--- src/rtl/frost32_mmio_timer.sv ---
// Memory-mapped interval timer responding on the Frost32 CPU memory port.
// Four word registers (CTRL, RELOAD, COUNT, STATUS) sit in a 16-byte window;
// every access, legal or not, holds wait_for_mem high for LATENCY cycles.
module frost32_mmio_timer #(
  parameter logic [31:0] BASE_ADDR = 32'hFFFF_0000,
  parameter int unsigned LATENCY   = 2
) (
  input  logic        clk,
  input  logic        rst,
  input  logic        req_mem_access,
  input  logic [31:0] addr,
  input  logic [31:0] data_in,
  input  logic        data_inout_access_type,
  input  logic [1:0]  data_inout_access_size,
  output logic [31:0] data_out,
  output logic        wait_for_mem,
  output logic        selected,
  output logic        interrupt
);

  typedef enum logic [1:0] {StIdle, StWait, StDone} state_e;

  localparam logic [3:0] LatCnt = 4'(LATENCY);

  // Access FSM state and latched request
  state_e      state_q, state_d;
  logic [3:0]  wcnt_q, wcnt_d;
  logic [3:0]  off_q, off_d;
  logic        wr_q, wr_d;
  logic [1:0]  size_q, size_d;
  logic [31:0] wdata_q, wdata_d;
  logic [31:0] data_out_q, data_out_d;
  logic        wait_q, wait_d;

  // Timer state
  logic [2:0]  ctrl_q, ctrl_d;      // {AUTO_RELOAD, IRQ_EN, EN}
  logic [31:0] reload_q, reload_d;
  logic [31:0] count_q, count_d;
  logic        pending_q, pending_d;
  logic        irq_q, irq_d;

  logic        commit;
  logic        legal;
  logic        wr_ctrl, wr_reload, wr_status;
  logic        zero_hit;
  logic [31:0] rd_val;

  assign selected     = (addr[31:4] == BASE_ADDR[31:4]);
  assign data_out     = data_out_q;
  assign wait_for_mem = wait_q;
  assign interrupt    = irq_q;

  // Only aligned full-word accesses touch the registers.
  assign legal     = (size_q == 2'd0) && (off_q[1:0] == 2'b00);
  assign wr_ctrl   = commit && wr_q && legal && (off_q[3:2] == 2'd0);
  assign wr_reload = commit && wr_q && legal && (off_q[3:2] == 2'd1);
  assign wr_status = commit && wr_q && legal && (off_q[3:2] == 2'd3);
  assign zero_hit  = ctrl_q[0] && (count_q == 32'd0);

  // Register read mux, indexed by word offset
  always_comb begin
    rd_val = 32'd0;
    case (off_q[3:2])
      2'd0:    rd_val = {29'd0, ctrl_q};
      2'd1:    rd_val = reload_q;
      2'd2:    rd_val = count_q;
      default: rd_val = {31'd0, pending_q};
    endcase
  end

  // Access handshake: accept in idle, count down latency, commit, one idle-out cycle
  always_comb begin
    state_d    = state_q;
    wcnt_d     = wcnt_q;
    off_d      = off_q;
    wr_d       = wr_q;
    size_d     = size_q;
    wdata_d    = wdata_q;
    wait_d     = wait_q;
    data_out_d = data_out_q;
    commit     = 1'b0;
    case (state_q)
      StIdle: begin
        wait_d = 1'b0;
        if (req_mem_access && selected) begin
          off_d   = addr[3:0];
          wr_d    = data_inout_access_type;
          size_d  = data_inout_access_size;
          wdata_d = data_in;
          wcnt_d  = LatCnt;
          wait_d  = 1'b1;
          state_d = StWait;
        end
      end
      StWait: begin
        wcnt_d = wcnt_q - 4'd1;
        if (wcnt_q == 4'd1) begin
          commit  = 1'b1;
          wait_d  = 1'b0;
          state_d = StDone;
          if (!wr_q) begin
            data_out_d = legal ? rd_val : 32'd0;
          end
        end
      end
      StDone: begin
        wait_d  = 1'b0;
        state_d = StIdle;
      end
      default: begin
        wait_d  = 1'b0;
        state_d = StIdle;
      end
    endcase
  end

  // Timer countdown plus register writes; bus writes override timer-driven EN,
  // while a zero-hit always sets PENDING even against a same-cycle clear.
  always_comb begin
    ctrl_d    = ctrl_q;
    count_d   = count_q;
    reload_d  = reload_q;
    pending_d = pending_q;
    if (ctrl_q[0]) begin
      if (count_q != 32'd0) begin
        count_d = count_q - 32'd1;
      end else if (ctrl_q[2]) begin
        count_d = reload_q;
      end else begin
        ctrl_d[0] = 1'b0;
      end
    end
    if (wr_ctrl) begin
      ctrl_d = wdata_q[2:0];
      // Only a 0->1 transition of EN restarts the count.
      if (wdata_q[0] && !ctrl_q[0]) begin
        count_d = reload_q;
      end
    end
    if (wr_reload) begin
      reload_d = wdata_q;
    end
    if (wr_status && wdata_q[0]) begin
      pending_d = 1'b0;
    end
    if (zero_hit) begin
      pending_d = 1'b1;
    end
    irq_d = pending_d & ctrl_d[1];
  end

  // State registers with synchronous reset
  always_ff @(posedge clk) begin
    if (rst) begin
      state_q    <= StIdle;
      wcnt_q     <= 4'd0;
      off_q      <= 4'd0;
      wr_q       <= 1'b0;
      size_q     <= 2'd0;
      wdata_q    <= 32'd0;
      data_out_q <= 32'd0;
      wait_q     <= 1'b0;
      ctrl_q     <= 3'd0;
      reload_q   <= 32'd0;
      count_q    <= 32'd0;
      pending_q  <= 1'b0;
      irq_q      <= 1'b0;
    end else begin
      state_q    <= state_d;
      wcnt_q     <= wcnt_d;
      off_q      <= off_d;
      wr_q       <= wr_d;
      size_q     <= size_d;
      wdata_q    <= wdata_d;
      data_out_q <= data_out_d;
      wait_q     <= wait_d;
      ctrl_q     <= ctrl_d;
      reload_q   <= reload_d;
      count_q    <= count_d;
      pending_q  <= pending_d;
      irq_q      <= irq_d;
    end
  end

endmodule

--- config.mk ---
export PLATFORM = sky130hd
export DESIGN_NAME = frost32_mmio_timer
export DESIGN_NICKNAME = d
export VERILOG_FILES = /design/src/rtl/frost32_mmio_timer.sv
export SDC_FILE = /design/constraint.sdc
export NUM_CORES = 1
export LEC_CHECK = 0
export CORE_UTILIZATION = 58
export DETAILED_ROUTE_END_ITERATION = 7
export PLACE_DENSITY = 0.82
export SYNTH_ARGS = -nofsm -noshare
export SYNTH_HDL_FRONTEND = slang
export SYNTH_SLANG_ARGS = --single-unit
--- constraint.sdc ---
create_clock -name clk -period 8.3 [get_ports clk]
set_input_delay 2.49 -clock clk [delete_from_list [all_inputs] [get_ports clk]]
set_output_delay 2.49 -clock clk [all_outputs]
set_load 0.05 [all_outputs]
port_nets.png
(2 px per um)
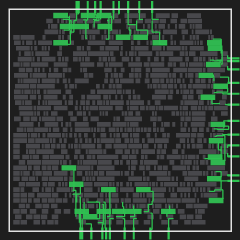
Key: green = data_out [bits 32, direction output, end cells 32, buffers 32, wire 581 um]

gate_families.png
(4 px per um)
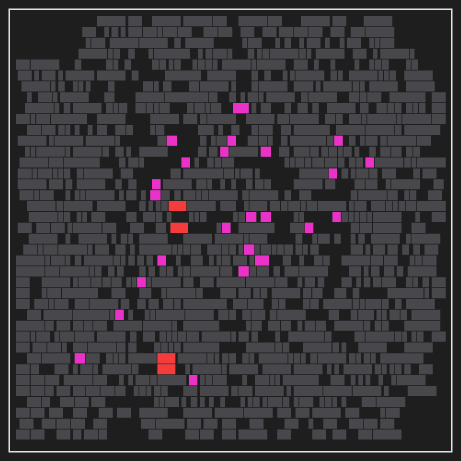
Key: red = adder and majority cells [cells 4, most used ha_1]; magenta = AND and OR gates [cells 24, most used or4_1, where center]

==> run_results.csv <==
group,metric,value,unit
cells_and_area,layout_top_cells,"dfxtp_1, nor2_1, clkdlybuf4s50_1",
worst_setup_path,crit_required,5810,ps
cells_and_area,diodes,0,
clocking,numCtsBuffers,17,
clocking,cts-root-buf,"clkbuf_16",
worst_setup_path,critPathKind,"primary input to primary output",
yosys,avgSynthCellArea,8.17,sq um
worst_setup_path,cp.arrival,4900,ps
global_routing,grt_pass1_wl,29.0,mm
power_and_ir_drop,power_leakage,3.25,nW
timing,max_freq,135,MHz
power_and_ir_drop,p_per_area,183,mW/mm^2
yosys,synth_flops,147,
yosys,ys_cells,831,
timing,finalSetupViolations,0,
power_and_ir_drop,clkPwrFrac,50.9,%
clocking,htreeDepth,4,
power_and_ir_drop,swShare,20.3,%
yosys,synthesis.nets,905,
outcome,status,"finished clean",
detailed_routing,wl_per_cell,17.2,um
worst_setup_path,crit_path_start_kind,"primary input",
clocking,hold_buffers,0,
detailed_routing,first_iter_violations,578,
yosys,edf_count,0,
die,initial_utilization,59.5,%
clocking,cts_resized,0,
die,io_pins,105,
detailed_routing,drtPass1Iterations,5,
die,die_y,110,um
timing,slew_headroom,17.5,%
yosys,synth_area,0.00679,sq mm
die,die-area,0.0121,sq mm
worst_setup_path,cp-end-kind,"primary output",
global_routing,grt_max_degree,79,
cells_and_area,layout-drive-gt1-share,6.06,%
global_routing,grt_pass1_vias,6237,
timing,finalClockSkew,10.4,ps
global_routing,overflow,0,
die,core,0.0114,sq mm
drive_strength.png
(4 px per um)
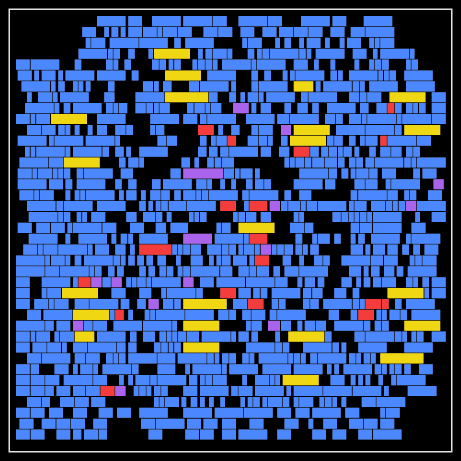
Key: blue = drive 1 or less [cells 853, most used dfxtp_1]; purple = drive 3 to 4 [cells 15, most used buf_4]; red = drive 2 [cells 18, most used mux2_2]; yellow = drive 6 and up [cells 22, most used clkbuf_16]

-- cell usage after synthesis, drive strengths merged, types with 2 or more instances --
cell type	count	area [sq um]
nor4bb	2	20.0
or2	3	18.8
a22oi	29	218
nor3b	3	22.5
or4	9	71.3
nor2	114	428
nand2	92	345
nor4b	3	26.3
a21o	2	15.0
a311oi	3	26.3
nor3	46	230
xor2	6	52.6
nor2b	3	18.8
and3	3	18.8
or3	6	37.5
o22ai	2	12.5
dfxtp	147	2940
a211oi	9	67.6
nand3	14	70.1
mux2i	53	531
ha	4	50.1
and2	2	12.5
a41oi	3	26.3
nand4	7	43.8
o211ai	4	30.0
a221oi	7	61.3
o21ai	24	120
buf	6	33.8
inv	13	48.8
a21oi	93	465
o221a	2	31.3
clkbuf	61	229
mux2	6	67.6
nor4	16	113
a31oi	17	106
o32ai	2	17.5
-- flip-flops by register name, summed over array words and instances (netlist names) --
register and cells:
wdata_q 32, pending_q 1, interrupt 1, state_q 2
reload_q 32, wr_q 1, count_q 32, wait_for_mem 1
data_out 32, ctrl_q 3, off_q 4, size_q 2
wcnt_q 4
-- stage by stage --
stage / hold slack [ps] / util [%] / cell area [sq um] / instances / setup slack (ps)
2_1_floorplan: 432 / - / 6790 / 831 / 1300
3_3_place_gp: 439 / 68.4 / 7820 / 1019 / 1150
3_5_place_dp: 446 / 68.4 / 7820 / 1019 / 947
4_1_cts: 455 / 73.7 / 8410 / 1051 / 936
5_1_grt: 477 / 73.7 / 8410 / 1051 / 890
6_report: 452 / 73.7 / 8410 / 1051 / 905
-- power groups by stage --
stage / Sequential [mW] / Combinational (mW) / Clock [mW]
2_1_floorplan: 0.721 / 0.0131 / 0
3_3_place_gp: 0.721 / 0.0469 / 0
3_5_place_dp: 0.721 / 0.0487 / 0
4_1_cts: 0.706 / 0.0491 / 0.785
5_1_grt: 0.705 / 0.0521 / 0.816
6_report: 0.706 / 0.0491 / 0.781
-- critical path: stages --
cell	delay [ps]
clkdlybuf4s50_1	410
nor4b_1	390
nand4_1	160
nor4_1	530
clkdlybuf4s50_1	920
-- layout make-up --
cell class	count	share of cell area, %
Clock buffer	23	5.56
Sequential cell	147	35.0
Inverter	13	0.580
Multi-Input combinational cell	604	42.2
Clock inverter	9	1.53
Timing Repair Buffer	112	13.1
Tap cell	143	2.13
-- metal layers --
metal	global-route usage [%]	wire, um	vias up
met5	0	0	-
met4	14.8	536	0
met3	7.41	1000	52
met2	53.4	9130	226
met1	36.6	7380	3084
li1	-	-	3113
-- worst paths after layout --
kind                            cells past startpoint         from  slack (ps)      endpoint
worst min register to register                      2  wdata_q[14]         450  reload_q[14]
worst max register to register                      7   count_q[8]        4780    count_q[5]
worst max-delay path                                5     addr[11]         910      selected
worst min-delay path                                2  wdata_q[14]         450  reload_q[14]
-- logic make-up (layout without fill, tap and decap cells) --
| group | Yosys count | in the layout | synth area share [%] |
|---|---|---|---|
| and+or+nand+nor | 326 | 326 | 22.1 |
| buffers and inverters | 80 | 157 | 4.59 |
| DFF | 147 | 147 | 43.3 |
| xor gates and xnor gates | 7 | 7 | 0.903 |
| muxes | 60 | 60 | 9.14 |
| adders and majority gates | 4 | 4 | 0.737 |
| AOI/OAI and AO/OA | 207 | 207 | 19.2 |
Power figures rest on the tool's default switching activity, not on a simulated workload.
